--- src/rtl/coherence_bus_ctrl.sv ---
// rtl/coherence_bus_ctrl.sv - snooping MSI bus controller sharing one RAM port between two cores
//
// Ports:
//   CLK, nRST          clock; asynchronous active-low reset
//   iREN, iaddr        per-core icache read request and address
//   iwait, iload       per-core icache stall (low one cycle = iload valid) and read data
//   dREN, dWEN         per-core dcache read / write request
//   daddr, dstore      per-core dcache word address and store data
//   cctrans, ccwrite   per-core coherence transaction start / requester intends M
//   dwait, dload       per-core dcache stall (low one cycle = word done) and read data
//   ccwait, ccinv      per-core snoop in progress / invalidate snooped block
//   ccsnoopaddr        per-core snooped address
//   ramREN, ramWEN     RAM read / write strobes
//   ramaddr, ramstore  RAM address and write data
//   ramload, ram_wait  RAM read data; RAM busy (low = access completes this cycle)

module coherence_bus_ctrl #(
    parameter int ADDR_W = 32,
    parameter int DATA_W = 32,
    parameter int CPUS   = 2    // only 2 is legal: core indices below are 1 bit wide
) (
    input  logic                          CLK,
    input  logic                          nRST,
    input  logic [CPUS-1:0]               iREN,
    input  logic [CPUS-1:0][ADDR_W-1:0]   iaddr,
    output logic [CPUS-1:0]               iwait,
    output logic [CPUS-1:0][DATA_W-1:0]   iload,
    input  logic [CPUS-1:0]               dREN,
    input  logic [CPUS-1:0]               dWEN,
    input  logic [CPUS-1:0][ADDR_W-1:0]   daddr,
    input  logic [CPUS-1:0][DATA_W-1:0]   dstore,
    input  logic [CPUS-1:0]               cctrans,
    input  logic [CPUS-1:0]               ccwrite,
    output logic [CPUS-1:0]               dwait,
    output logic [CPUS-1:0][DATA_W-1:0]   dload,
    output logic [CPUS-1:0]               ccwait,
    output logic [CPUS-1:0]               ccinv,
    output logic [CPUS-1:0][ADDR_W-1:0]   ccsnoopaddr,
    output logic                          ramREN,
    output logic                          ramWEN,
    output logic [ADDR_W-1:0]             ramaddr,
    output logic [DATA_W-1:0]             ramstore,
    input  logic [DATA_W-1:0]             ramload,
    input  logic                          ram_wait
);

    localparam logic [3:0] IDLE   = 4'd0;
    localparam logic [3:0] SNOOP  = 4'd1;
    localparam logic [3:0] SNRESP = 4'd2;
    localparam logic [3:0] FWD0   = 4'd3;
    localparam logic [3:0] FWD1   = 4'd4;
    localparam logic [3:0] RAM0   = 4'd5;
    localparam logic [3:0] RAM1   = 4'd6;
    localparam logic [3:0] WB0    = 4'd7;
    localparam logic [3:0] WB1    = 4'd8;
    localparam logic [3:0] INVS   = 4'd9;
    localparam logic [3:0] IFETCH = 4'd10;

    logic [3:0]        state;
    logic [3:0]        next_state;
    logic              req;          // granted core (dcache or icache, by transaction class)
    logic              other;        // the snooped core
    logic [ADDR_W-1:0] addr;
    logic              ccw;
    logic              last_grant;
    logic              last_igrant;
    logic [CPUS-1:0]   dreq;
    logic              dgnt;
    logic              ignt;

    assign other = ~req;
    assign dreq  = dREN | dWEN | cctrans;

    // Round-robin: prefer the core that did not win last time, else whoever asks.
    assign dgnt = dreq[~last_grant] ? ~last_grant : last_grant;
    assign ignt = iREN[~last_igrant] ? ~last_igrant : last_igrant;

    always_ff @(posedge CLK or negedge nRST) begin
        if (!nRST) begin
            state       <= IDLE;
            req         <= 1'b0;
            addr        <= '0;
            ccw         <= 1'b0;
            last_grant  <= 1'b1;
            last_igrant <= 1'b1;
        end else begin
            state <= next_state;
            if (state == IDLE) begin
                if (|dreq) begin
                    req        <= dgnt;
                    addr       <= daddr[dgnt];
                    ccw        <= ccwrite[dgnt];
                    last_grant <= dgnt;
                end else if (|iREN) begin
                    req         <= ignt;
                    last_igrant <= ignt;
                end
            end
        end
    end

    always_comb begin
        next_state  = state;
        iwait       = '1;
        iload       = '0;
        dwait       = '1;
        dload       = '0;
        ccwait      = '0;
        ccinv       = '0;
        ccsnoopaddr = '0;
        ramREN      = 1'b0;
        ramWEN      = 1'b0;
        ramaddr     = '0;
        ramstore    = '0;

        case (state)
            IDLE: begin
                // Data-side requests always beat instruction fetches.
                if (|dreq) begin
                    if (dWEN[dgnt])
                        next_state = WB0;
                    else if (dREN[dgnt])
                        next_state = SNOOP;
                    else
                        next_state = INVS;
                end else if (|iREN) begin
                    next_state = IFETCH;
                end
            end
            SNOOP, SNRESP: begin
                ccwait[other]      = 1'b1;
                ccinv[other]       = ccw;
                ccsnoopaddr[other] = addr;
                if (state == SNOOP)
                    next_state = SNRESP;
                else
                    // The snooper raises cctrans only when it owns the block in M.
                    next_state = cctrans[other] ? FWD0 : RAM0;
            end
            FWD0, FWD1: begin
                // Owner's data goes to the requester and to RAM at once, leaving both in S.
                ccwait[other] = 1'b1;
                ramWEN        = 1'b1;
                ramaddr       = daddr[other];
                ramstore      = dstore[other];
                dload[req]    = dstore[other];
                dwait[req]    = ram_wait;
                dwait[other]  = ram_wait;
                if (!ram_wait)
                    next_state = (state == FWD0) ? FWD1 : IDLE;
            end
            RAM0, RAM1: begin
                ramREN     = 1'b1;
                ramaddr    = daddr[req];
                dload[req] = ramload;
                dwait[req] = ram_wait;
                if (!ram_wait)
                    next_state = (state == RAM0) ? RAM1 : IDLE;
            end
            WB0, WB1: begin
                ramWEN     = 1'b1;
                ramaddr    = daddr[req];
                ramstore   = dstore[req];
                dwait[req] = ram_wait;
                if (!ram_wait)
                    next_state = (state == WB0) ? WB1 : IDLE;
            end
            INVS: begin
                ccwait[other]      = 1'b1;
                ccinv[other]       = 1'b1;
                ccsnoopaddr[other] = addr;
                dwait[req]         = 1'b0;
                next_state         = IDLE;
            end
            IFETCH: begin
                ramREN     = 1'b1;
                ramaddr    = iaddr[req];
                iload[req] = ramload;
                iwait[req] = ram_wait;
                if (!ram_wait)
                    next_state = IDLE;
            end
            default: next_state = IDLE;
        endcase
    end

endmodule

--- config.mk ---
export PLATFORM = sky130hd
export DESIGN_NAME = coherence_bus_ctrl
export DESIGN_NICKNAME = d
export VERILOG_FILES = /design/src/rtl/coherence_bus_ctrl.sv
export SDC_FILE = /design/constraint.sdc
export NUM_CORES = 1
export LEC_CHECK = 0
export ABC_CLOCK_PERIOD_IN_PS = 1900
export CORE_AREA = 2 2 194 196
export DETAILED_ROUTE_END_ITERATION = 6
export DIE_AREA = 0 0 196 198
export GPL_ROUTABILITY_DRIVEN = 0
export HOLD_SLACK_MARGIN = 0.08
export PLACE_DENSITY = 0.62
export SYNTH_ARGS = -nofsm -noshare
export SYNTH_HDL_FRONTEND = slang
export SYNTH_SLANG_ARGS = --single-unit
--- constraint.sdc ---
create_clock -name CLK -period 1.9 [get_ports CLK]
set_input_delay 0.19 -clock CLK [delete_from_list [all_inputs] [get_ports CLK]]
set_output_delay 0.19 -clock CLK [all_outputs]
set_load 0.02 [all_outputs]
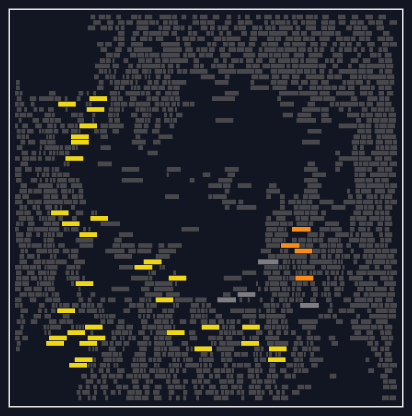
(run_1/registers.png)
Scale: 2 px per um. Other sequential cells in the stronger gray, the rest of the logic in the fainter gray.
Yellow marks addr, flops 32. Orange marks state, flops 4, where east.
final core utilization: 47.8%
Flop area: 1010 um^2

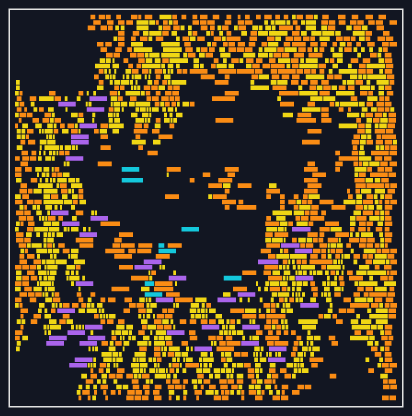
(run_1/cell_classes.png)
Scale: 2 px per um.
Yellow marks all other logic, cells 863. Purple marks flip-flops, cells 40. Orange marks other buffers and delay cells, cells 795. Cyan marks clock drivers and dummy loads, cells 8.
flop share of the area: 5.71%
core area: 37000 um^2
Final Cell Area: 17700 um^2
Rows: 71

==> Slide: Implementation Results, run 1 <==
Run Summary

Run status
  • Status: finished, violations left
  • Failing checks: setup timing

Critical path
  • Worst r2r src: state[1]
  • CP Launch Point: state[1]
  • Reg2Reg Depth: 10
  • Most used cell, CP: buf_4
  • CP top delay family: buffers and inverters
  • Biggest cell delay along the critical path: 0.41 ns
  • CP required: 1.71 ns
  • Crit path max fanout: 9
  • Crit path DAT: 2.50 ns
  • Worst path bufs/invs: 5
  • CP max-delay cell: dfrtp_1
  • Endpoint class of the critical path: primary output
  • R2r endpoint: state[3]
  • Critical path class: flop to primary output
  • Setup slack, reg-to-reg: -0.48 ns

Pwr
  • P_comb: 28.1 mW
  • Sequential Power Share: 5.8%
  • Seq power: 1.79 mW
  • Power Total: 31.0 mW
  • P_leak: 7.65 nW
  • Combinational Power Share: 90.7%
  • Pwr/cell area: 1750 nW/um^2
  • Top power group: combinational cells
  • Clk network pwr share: 3.5%
  • Pint: 16.0 mW

Timing
  • Final WS setup: -0.789 ns
  • Layout Skew: 0.00644 ns
  • Setup TNS: -136.51 ns
  • Final hold violation count: 0
  • Pins Over Slew Limit: 0
  • Worst Tran Pin Value: 0.569 ns
  • FMAX: 0.372 GHz
  • RSZ-0062 raised after global routing: yes
  • Final period utilization: 142%
  • Setup violations, final: 303
  • Minimum clock period: 2.69 ns

Clocking
  • CTS Sinks: 40
  • H-tree Lvls: 2
  • Postcts setup bufs: 63
  • Post-CTS sizing: 951
  • Hold_buf cts: 1
  • TritonCTS buffer count: 5
  • CTS tree: yes
  • CTS clock-pin slew for the worst setup and hold paths: 0.07 ns

Placed design
  • Post-DP HPWL: 32700 um
  • Placed inst area: 14200 um^2
  • PortBufs: 502
  • Pre-CTS WS: -0.896 ns
  • Placed Cells: 2026

Logic synthesis
  • Cells after synthesis: 1019
  • Syn Nets: 1256
  • Simple Share, Synth: 32.4%
  • Cell area leaders: dfrtp_1, mux2i_1, a22o_1
  • Adder share: 0%
  • Synth mux share: 9.74%
  • EDFF count, synth: 0
  • Largest logic family: AND-OR/OR-AND gates
  • Cell taking the most area after synthesis: dfrtp_1
  • Fraction of registers with async set/reset: 100%
  • Yosys Warn Count: 0
  • Most frequent cell after synthesis: nor2_1
  • Commonest cells in the synthesized netlist: nor2_1, a21oi_1, nand2_1

Routing
  • Vias/cell: 5.38
  • Routed wl met3: 3770 um
  • Drt first pass iters: 5
  • Met2 wire len: 25500 um
  • Total number of vias: 11700
  • Met1 WL: 21100 um
  • Top Metal Used: met4
  • Detail Route Antenna Nets: 0
  • Drt drc: 0
  • Wire per inst: 23.9 um

Layout
  • Max reg flops: 32
  • Antenna diode count: 1
  • Leading cell kind: buffers
  • Multi-input gate share of the layout cell area: 41.1%
  • Area growth, synth to finish: 152%
  • Non-clock buffer share: 48.6%
  • Regs by FF count: addr: 32 flops, state: 4 flops
  • Largest reg by FF count: addr
  • MI comb cells: 858
  • Nets: 1942
  • Signal inverters: 5
  • Buffers, non-clock: 795
  • Top cells excl fill/tap: clkdlybuf4s50_1, buf_4, buf_6
  • Top cell excl fill/tap: clkdlybuf4s50_1
  • Layout cells sized above 1: 50.5%

Global route
  • Vias in the first global route: 11100
  • Global Route met2 Usage: 39.4%
  • Overflow after GRT: 0
  • All-Layer GR Usage: 22.6%
  • Largest net degree at the start of global routing: 68
  • Global route hottest layer: met2
  • Met1 usage: 28.2%

Run
  • Count of tool warnings: 29
  • Max Cap Viol: 0

Min path
  • Hold Path Class: input pin to asynchronous set/reset pin

Floorplanning
  • Die Height: 198 um
  • I/O pin cnt: 503
  • Chip width: 196 um
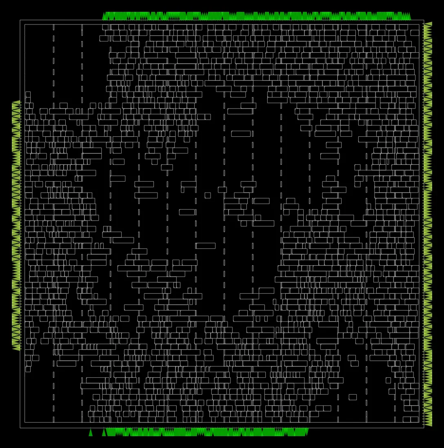
(run_1/final_placement.png)
non-filler cells, final: 2181
Tap Cells: 474
fillcell total: 3465
flop count: 40

==> run_1/met3.png <==
Scale: 1.5 px per um.
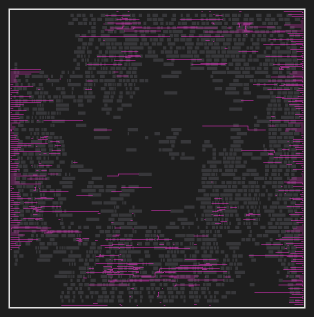

==> run 2: changes to the inputs <==
- PLACE_DENSITY: 0.62 -> 0.55
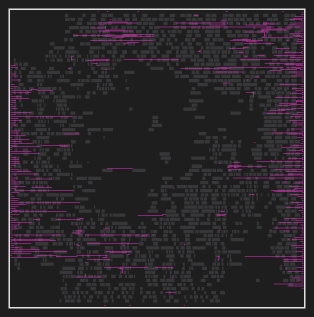
(run_2/met3.png)
Scale: 1.5 px per um.
The longest straight run is 76.8 um. 332 nets have wire on it. The layer carries 3110 um of wire. The layer holds 6.3% of the routed length.
Post-Route WL: 49700 um
GRT met3 Usage: 3.75%
total number of vias: 11100

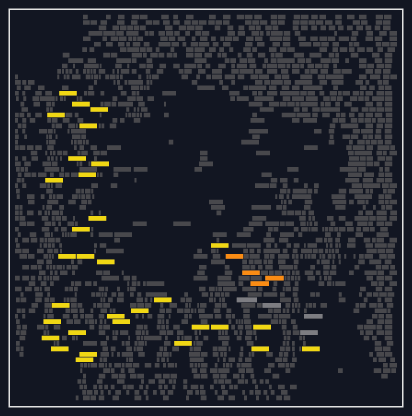
(run_2/registers.png)
Scale: 2 px per um. Other sequential cells in the stronger gray, the rest of the logic in the fainter gray.
flop share of the area: 6.26%
final core utilization: 43.7%
Seq power: 1.75 mW

==> Slide: Implementation Results, run 2 <==
Run Summary

Run status
  • Status: finished, violations left
  • Failing checks: setup timing

Critical path
  • Critical Path Sink: ramstore[0]
  • Setup slack, reg-to-reg: -0.16 ns
  • Reg2Reg Depth: 6
  • Endpoint class of the critical path: primary output
  • Most used cell, CP: buf_12
  • CP max-delay cell: dfrtp_2
  • Worst r2r src: req
  • CP required: 1.71 ns
  • Worst path bufs/invs: 5
  • CP Launch Point: state[0]
  • Critical path class: flop to primary output
  • Number of cells on the critical path: 9
  • Crit path max fanout: 7
  • Crit path DAT: 2.37 ns
  • Biggest cell delay along the critical path: 0.44 ns
  • CP top delay family: buffers and inverters
  • CP Cell Sequence: or3b_4, buf_4, a21oi_4, buf_12, buf_12, buf_16, a221oi_2, nor2_2, buf_6
  • R2r endpoint: state[2]

Logic synthesis
  • Fraction of registers with async set/reset: 100%
  • Seq share, synth: 14.3%
  • Simple Share, Synth: 32.4%
  • Cell area leaders: dfrtp_1, mux2i_1, a22o_1
  • Cells after synthesis: 1019
  • Yosys Warn Count: 0
  • Cell Type Count: 57
  • Synth mux share: 9.74%
  • Cell taking the most area after synthesis: dfrtp_1
  • Synthesized cell area: 7010 um^2
  • Largest logic family: AND-OR/OR-AND gates
  • Most frequent cell after synthesis: nor2_1
  • EDFF count, synth: 0
  • Adder share: 0%
  • Commonest cells in the synthesized netlist: nor2_1, a21oi_1, nand2_1
  • Syn Nets: 1256
  • Ys cells: 1019
  • Synth Area per Inst: 6.88 um^2

Layout
  • Nets: 1881
  • Final-layout clock buffer total: 5
  • Non-filler cells, final: 2122
  • MI comb cells: 858
  • Flop count: 40
  • Signal inverters: 5
  • Multi-input gate share of the layout cell area: 40.9%
  • Top cell excl fill/tap: clkdlybuf4s50_1
  • Max reg flops: 32
  • Buffers, non-clock: 734
  • Top cells excl fill/tap: clkdlybuf4s50_1, buf_6, buf_4
  • Non-clock buffer share: 47.9%
  • Flop area: 1010 um^2
  • Layout cells sized above 1: 43.6%
  • Leading cell kind: buffers
  • Largest reg by FF count: addr
  • Fillcell total: 3662
  • Antenna diode count: 3
  • Area growth, synth to finish: 130%
  • Final Cell Area: 16100 um^2
  • Layout clock area frac: 1.06%
  • Regs by FF count: addr: 32 flops, state: 4 flops

Pwr
  • Net Sw Frac: 50.5%
  • Combinational Power Share: 89.3%
  • Peak supply drop: 0.580 mV
  • Power Total: 26.0 mW
  • Switch Pwr: 13.1 mW
  • P_leak: 6.97 nW
  • Sequential Power Share: 6.7%
  • Power of the clock network: 1.03 mW
  • P_comb: 23.2 mW
  • Clk network pwr share: 4.0%
  • Pwr/cell area: 1610 nW/um^2
  • Top power group: combinational cells
  • Pint: 12.9 mW

Global route
  • Vias in the first global route: 10400
  • All-Layer GR Usage: 21.5%
  • Global Route met2 Usage: 37.7%
  • Largest net degree at the start of global routing: 53
  • Met1 usage: 26.8%
  • Global route hottest layer: met2
  • Overflow after GRT: 0

Placed design
  • PortBufs: 502
  • Placed inst area: 14100 um^2
  • Placed Cells: 2030
  • Pre-CTS WS: -0.773 ns
  • Post-DP HPWL: 34400 um

Floorplanning
  • Die Height: 198 um
  • I/O pin cnt: 503
  • Rows: 71
  • Tap Cells: 474
  • Chip width: 196 um
  • Core Util at FP: 19.0%
  • Core area: 37000 um^2

Run
  • Max Cap Viol: 0
  • Count of tool warnings: 29

Clocking
  • Hold_buf cts: 1
  • TritonCTS buffer count: 5
  • Post-CTS sizing: 713
  • H-tree Lvls: 2
  • CTS Sinks: 40
  • Clock buffer depth: 2
  • Root Driver: clkbuf_16
  • Postcts setup bufs: 17
  • CTS clock-pin slew for the worst setup and hold paths: 0.07 ns
  • CTS tree: yes

Routing
  • Vias/cell: 5.24
  • Detail Route Antenna Nets: 0
  • Met2 wire len: 24700 um
  • Met1 WL: 20600 um
  • 1st-iter DRT viols: 649
  • Drt drc: 0
  • Top Metal Used: met4
  • Wire per inst: 23.4 um
  • Routed wl met3: 3110 um
  • Drt first pass iters: 5

Timing
  • Setup TNS: -117.03 ns
  • Minimum clock period: 2.56 ns
  • Layout Skew: 0.00703 ns
  • Final WS setup: -0.657 ns
  • FMAX: 0.391 GHz
  • Pins Over Slew Limit: 0
  • Final period utilization: 135%
  • Worst Tran Pin Value: 0.514 ns
  • Setup violations, final: 303
  • Final Hold Slack: 0.401 ns
  • Final hold violation count: 0
  • RSZ-0062 raised after global routing: yes

Min path
  • Hold Path Class: input pin to asynchronous set/reset pin
==> run 3: changes to the inputs <==
- CTS_CLUSTER_SIZE: default -> 20
- SKIP_CTS_REPAIR_TIMING: default -> 1
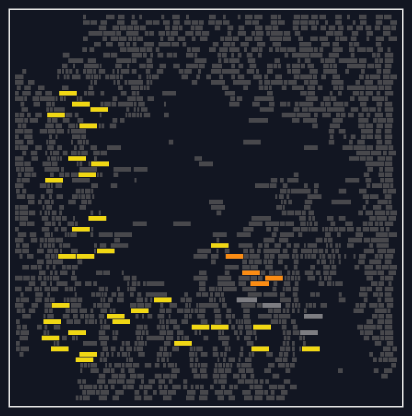
(run_3/registers.png)
Scale: 2 px per um. Other sequential cells in the stronger gray, the rest of the logic in the fainter gray.
final core utilization: 42.4%
flop share of the area: 6.44%

==> Slide: Implementation Results, run 3 <==
Run Summary

Pwr
  • P_leak: 8.42 nW
  • Power of the clock network: 1.04 mW
  • Pwr/cell area: 1560 nW/um^2
  • P_comb: 21.7 mW
  • Top power group: combinational cells
  • Switch Pwr: 12.5 mW
  • Clk network pwr share: 4.2%
  • Seq power: 1.75 mW
  • Peak supply drop: 0.588 mV
  • Net Sw Frac: 51.2%

Clocking
  • CTS clock-pin slew for the worst setup and hold paths: 0.07 ns
  • TritonCTS buffer count: 5
  • CTS tree: yes
  • H-tree Lvls: 2

Routing
  • Detail Route Antenna Nets: 0
  • Total number of vias: 10900
  • Top Metal Used: met4
  • Wire per inst: 22.4 um
  • Routed wl met3: 3020 um
  • Met2 wire len: 23000 um
  • Met1 WL: 19500 um
  • 1st-iter DRT viols: 554

Logic synthesis
  • Syn Nets: 1256
  • Synth mux share: 9.74%
  • Simple Share, Synth: 32.4%
  • Synthesized cell area: 7010 um^2
  • Adder share: 0%
  • Most frequent cell after synthesis: nor2_1
  • Cells after synthesis: 1019
  • Fraction of registers with async set/reset: 100%
  • Largest logic family: AND-OR/OR-AND gates
  • Cell Type Count: 57
  • Cell taking the most area after synthesis: dfrtp_1
  • Synth Area per Inst: 6.88 um^2
  • Seq share, synth: 14.3%
  • Commonest cells in the synthesized netlist: nor2_1, a21oi_1, nand2_1

Placed design
  • Post-DP HPWL: 34400 um
  • Placed inst area: 14100 um^2
  • Placed Cells: 2030

Floorplanning
  • Die Height: 198 um
  • Core Util at FP: 19.0%
  • I/O pin cnt: 503
  • Tap Cells: 474

Layout
  • Max reg flops: 32
  • Non-filler cells, final: 2083
  • Layout cells sized above 1: 34.4%
  • Flop count: 40
  • Regs by FF count: addr: 32 flops, state: 4 flops
  • Leading cell kind: buffers
  • Nets: 1841
  • Multi-input gate share of the layout cell area: 41.2%
  • Final-layout clock buffer total: 5
  • Non-clock buffer share: 47.3%
  • Top cell excl fill/tap: clkdlybuf4s50_1
  • Fillcell total: 3673
  • Flop area: 1010 um^2
  • Antenna diode count: 4

Timing
  • Final WS setup: -0.616 ns
  • Worst Tran Pin Value: 0.549 ns
  • Final Hold Slack: 0.407 ns
  • Setup violations, final: 303
  • Final hold violation count: 0
  • Setup TNS: -109.46 ns
  • Pins Over Slew Limit: 0
  • Final period utilization: 132%
  • Minimum clock period: 2.52 ns
  • RSZ-0062 raised after global routing: yes

Critical path
  • Number of cells on the critical path: 8
  • Reg2Reg Depth: 6
  • CP Cell Sequence: or3b_4, buf_4, a21oi_4, buf_12, clkbuf_16, a221oi_1, nor2_2, buf_4
  • CP max-delay cell: dfrtp_2
  • CP required: 1.71 ns
  • Setup slack, reg-to-reg: -0.16 ns
  • CP top delay family: buffers and inverters
  • Critical path class: flop to primary output
  • Worst r2r src: req
  • Most used cell, CP: buf_4
  • Endpoint class of the critical path: primary output

Global route
  • Global route hottest layer: met2
  • Overflow after GRT: 0
  • All-Layer GR Usage: 20.8%
  • Largest net degree at the start of global routing: 57
  • GRT met3 Usage: 3.95%
  • Vias in the first global route: 10100

Run status
  • Failing checks: setup timing
  • Status: finished, violations left

Run
  • Count of tool warnings: 28
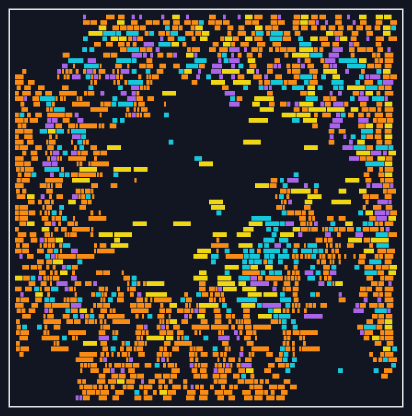
(run_3/drive_strength.png)
Scale: 2 px per um.
Purple marks drive 2, cells 179, share 11%. Yellow marks drive 6 and up, cells 148, share 9.2%. Cyan marks drive 3 to 4, cells 225, share 14%. Orange marks drive 1 or less, cells 1053, share 66%.
Final Cell Area: 15700 um^2
Buffers, non-clock: 694
Area growth, synth to finish: 123%

Power figures rest on the tool's default switching activity, not on a simulated workload.
